==> images/wires.png <==
Two of the layers only.
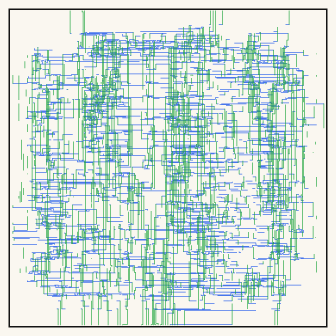
==> images/clocks.png <==
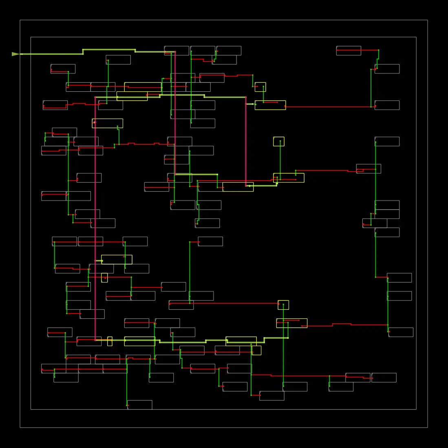
==> images/flops_by_reg.png <==
Bar = 20 um. Other sequential cells in the stronger grey, the rest of the logic in the fainter grey.
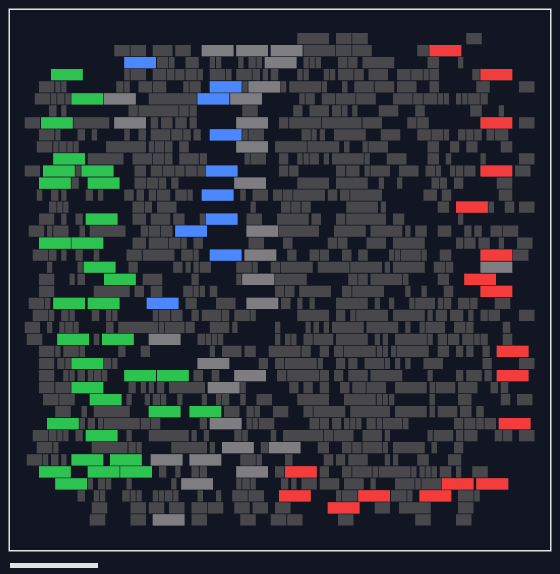
## config.mk

```make
export PLATFORM = sky130hd
export DESIGN_NAME = hidden_forward
export DESIGN_NICKNAME = d
export VERILOG_FILES = /design/src/rtl/hidden_forward.sv
export SDC_FILE = /design/constraint.sdc
export NUM_CORES = 1
export LEC_CHECK = 0
export CORE_MARGIN = 3
export CORE_UTILIZATION = 48
export DETAILED_ROUTE_END_ITERATION = 6
export PLACE_DENSITY_LB_ADDON = 0.05
export SLEW_MARGIN = 40
export SYNTH_ARGS = -nofsm -noshare
export SYNTH_HDL_FRONTEND = slang
export SYNTH_SLANG_ARGS = --single-unit
```

## constraint.sdc

```tcl
create_clock -name clk_i -period 7 [get_ports clk_i]
set_input_delay 2.1 -clock clk_i [delete_from_list [all_inputs] [get_ports clk_i]]
set_output_delay 2.1 -clock clk_i [all_outputs]
set_load 0.02 [all_outputs]
```

## src/rtl/hidden_forward.sv

```systemverilog
// Forward pass for the single-hidden-neuron network: gated weight accumulation over four
// cycles, optional saturating bias (HIDDEN_FWD_BIAS_EN), then scaling by the output weight.
module hidden_forward (
  input  logic        clk_i,
  input  logic        rst_i,
  input  logic        zero_weight_reset_i,
  input  logic        start_i,
  input  logic [3:0]  x_i,
  input  logic [7:0]  w0_i,
  input  logic [7:0]  w1_i,
  input  logic [7:0]  w2_i,
  input  logic [7:0]  w3_i,
  input  logic [7:0]  w_out_i,
  input  logic [7:0]  bias_i,
  output logic        busy_o,
  output logic        done_o,
  output logic [9:0]  hidden_val_o,
  output logic [18:0] final_o
);

  typedef enum logic [1:0] {StIdle, StAcc, StAct, StMul} state_e;

  state_e            state_q;
  logic [1:0]        k_q;
  logic [3:0]        x_q;
  logic [3:0][7:0]   w_q;
  logic [7:0]        w_out_q;
  logic [9:0]        acc_q;
  logic [9:0]        hidden_val_q;
  logic [18:0]       final_q;
  logic              done_q;
  logic              busy_q;

  logic [7:0]        acc_term;
  logic [9:0]        acc_d;
  logic [9:0]        hidden_val_d;
  logic [17:0]       prod_d;

  assign acc_term = x_q[k_q] ? w_q[k_q] : 8'd0;
  assign acc_d    = acc_q + {2'b00, acc_term};
  assign prod_d   = {8'd0, hidden_val_q} * {10'd0, w_out_q};

`ifdef HIDDEN_FWD_BIAS_EN
  logic [7:0]  bias_q;
  logic [10:0] biased_sum;

  // 11-bit sum so the carry out can drive saturation to 1023.
  assign biased_sum   = {1'b0, acc_q} + {3'b000, bias_q};
  assign hidden_val_d = biased_sum[10] ? 10'h3ff : biased_sum[9:0];

  always_ff @(posedge clk_i) begin
    if (!rst_i || zero_weight_reset_i) begin
      bias_q <= 8'd0;
    end else if (state_q == StIdle && start_i) begin
      bias_q <= bias_i;
    end
  end
`else
  logic unused_bias;

  assign unused_bias  = ^bias_i;
  assign hidden_val_d = acc_q;
`endif

  always_ff @(posedge clk_i) begin
    if (!rst_i || zero_weight_reset_i) begin
      state_q      <= StIdle;
      k_q          <= 2'd0;
      x_q          <= 4'd0;
      w_q          <= '0;
      w_out_q      <= 8'd0;
      acc_q        <= 10'd0;
      hidden_val_q <= 10'd0;
      final_q      <= 19'd0;
      done_q       <= 1'b0;
      busy_q       <= 1'b0;
    end else begin
      done_q <= 1'b0;
      unique case (state_q)
        StIdle: begin
          if (start_i) begin
            x_q     <= x_i;
            w_q     <= {w3_i, w2_i, w1_i, w0_i};
            w_out_q <= w_out_i;
            acc_q   <= 10'd0;
            k_q     <= 2'd0;
            busy_q  <= 1'b1;
            state_q <= StAcc;
          end
        end
        StAcc: begin
          acc_q <= acc_d;
          k_q   <= k_q + 2'd1;
          if (k_q == 2'd3) begin
            state_q <= StAct;
          end
        end
        StAct: begin
          hidden_val_q <= hidden_val_d;
          state_q      <= StMul;
        end
        StMul: begin
          final_q <= {1'b0, prod_d};
          done_q  <= 1'b1;
          busy_q  <= 1'b0;
          state_q <= StIdle;
        end
        default: state_q <= StIdle;
      endcase
    end
  end

  assign busy_o       = busy_q;
  assign done_o       = done_q;
  assign hidden_val_o = hidden_val_q;
  assign final_o      = final_q;

endmodule

```

==> results.txt <==
Physical implementation status

The flow ran to the end, and the final reports show no timing, DRC or antenna violations. In the detailed route, the total length drawn on met3 is 561 um. Routing resource usage on met1 recorded by global route was 24.90%. Setup total negative slack on the finished layout was measured at 0 ns. After synthesis, the design contains 752 cells according to Yosys.

The areal power density over the cells stands at 143.9 nW/um^2. Looking at area per cell type in the netlist, the leader is dfxtp_1. Per the final report, the share of cell area in non-clock buffers is 10.65%. The largest part of the power goes to sequential cells.

The first global-routing pass estimated 24640 um of wire. Summing all non-filler instances in the final layout gives an area of 7657 sq um. The final wirelength stands at 14440 um. The number of flip-flops in the largest register stands at 32. Looking at the clock tree report, the H-tree level count equals 3.

The worst setup path is launched from a flip-flop. Checking hold timing, the worst path is listed with class flip-flop to flip-flop. The residual DRC count stands at 0. The detailed router used layers up to and including met4. The count of instances resized after the clock tree is built stands at 0. The cell family contributing the most delay on the critical path is adder cells. The post-placement cell area is 7360 sq um.

The congestion estimate from routability-driven global placement came to 0.8671. The synthesis-to-layout area growth stands at 18.40%. The placed wire-length estimate after detailed placement stands at 10930 um.

Per the OpenROAD floorplan log, the height of the die is 122.1 um. The first detailed-routing pass ran for 4 iterations. In the synthesized netlist the async set-or-reset flop fraction comes to 0%. The number of global-route vias before repair is 5228. In this run the maximum-capacitance check reported violations numbering 0. The count of unique library cells instantiated by Yosys stands at 53. Of the total power, the share spent switching nets is 24.71%. The number of hold buffers added after cts stands at 0. The worst-case clock buffer depth stands at 2. The routed via count divided by cell count stands at 5.304. The power report puts the net switching power at 0.0002723 W. The leftover overflow at the end of global routing stands at 0. The share of synthesized area in the top cell type comes to 27.24%.

The post-synthesis share of cell area spent on full adders, half adders and majority gates stands at 25.03%. For this run, the script counts the antenna cells in the layout as 0. For reference, the placement row count at floorplan is 41. The worst setup path is of the flip-flop to flip-flop kind.
Back to the opening pictures, wires.png:
legend:
  metal 1:
    colour: blue
    wire_length: 6480 um
  metal 2:
    colour: green
    wire_length: 7130 um

Back to the opening pictures, clocks.png:
total number of sequential cells: 88
Layout clock buffers: 10

Back to the opening pictures, flops_by_reg.png:
legend:
  acc_q:
    colour: blue
    placed_flops: 10
  w_q:
    colour: green
    placed_flops: 32
  final_o:
    colour: red
    placed_flops: 18
share of the core filled with cells: 59.47%
sequential fraction of total cell area: 23.01%
power in sequential cells: 0.000519 W
total area of sequential cells: 1762 sq um

Power figures rest on the tool's default switching activity, not on a simulated workload.
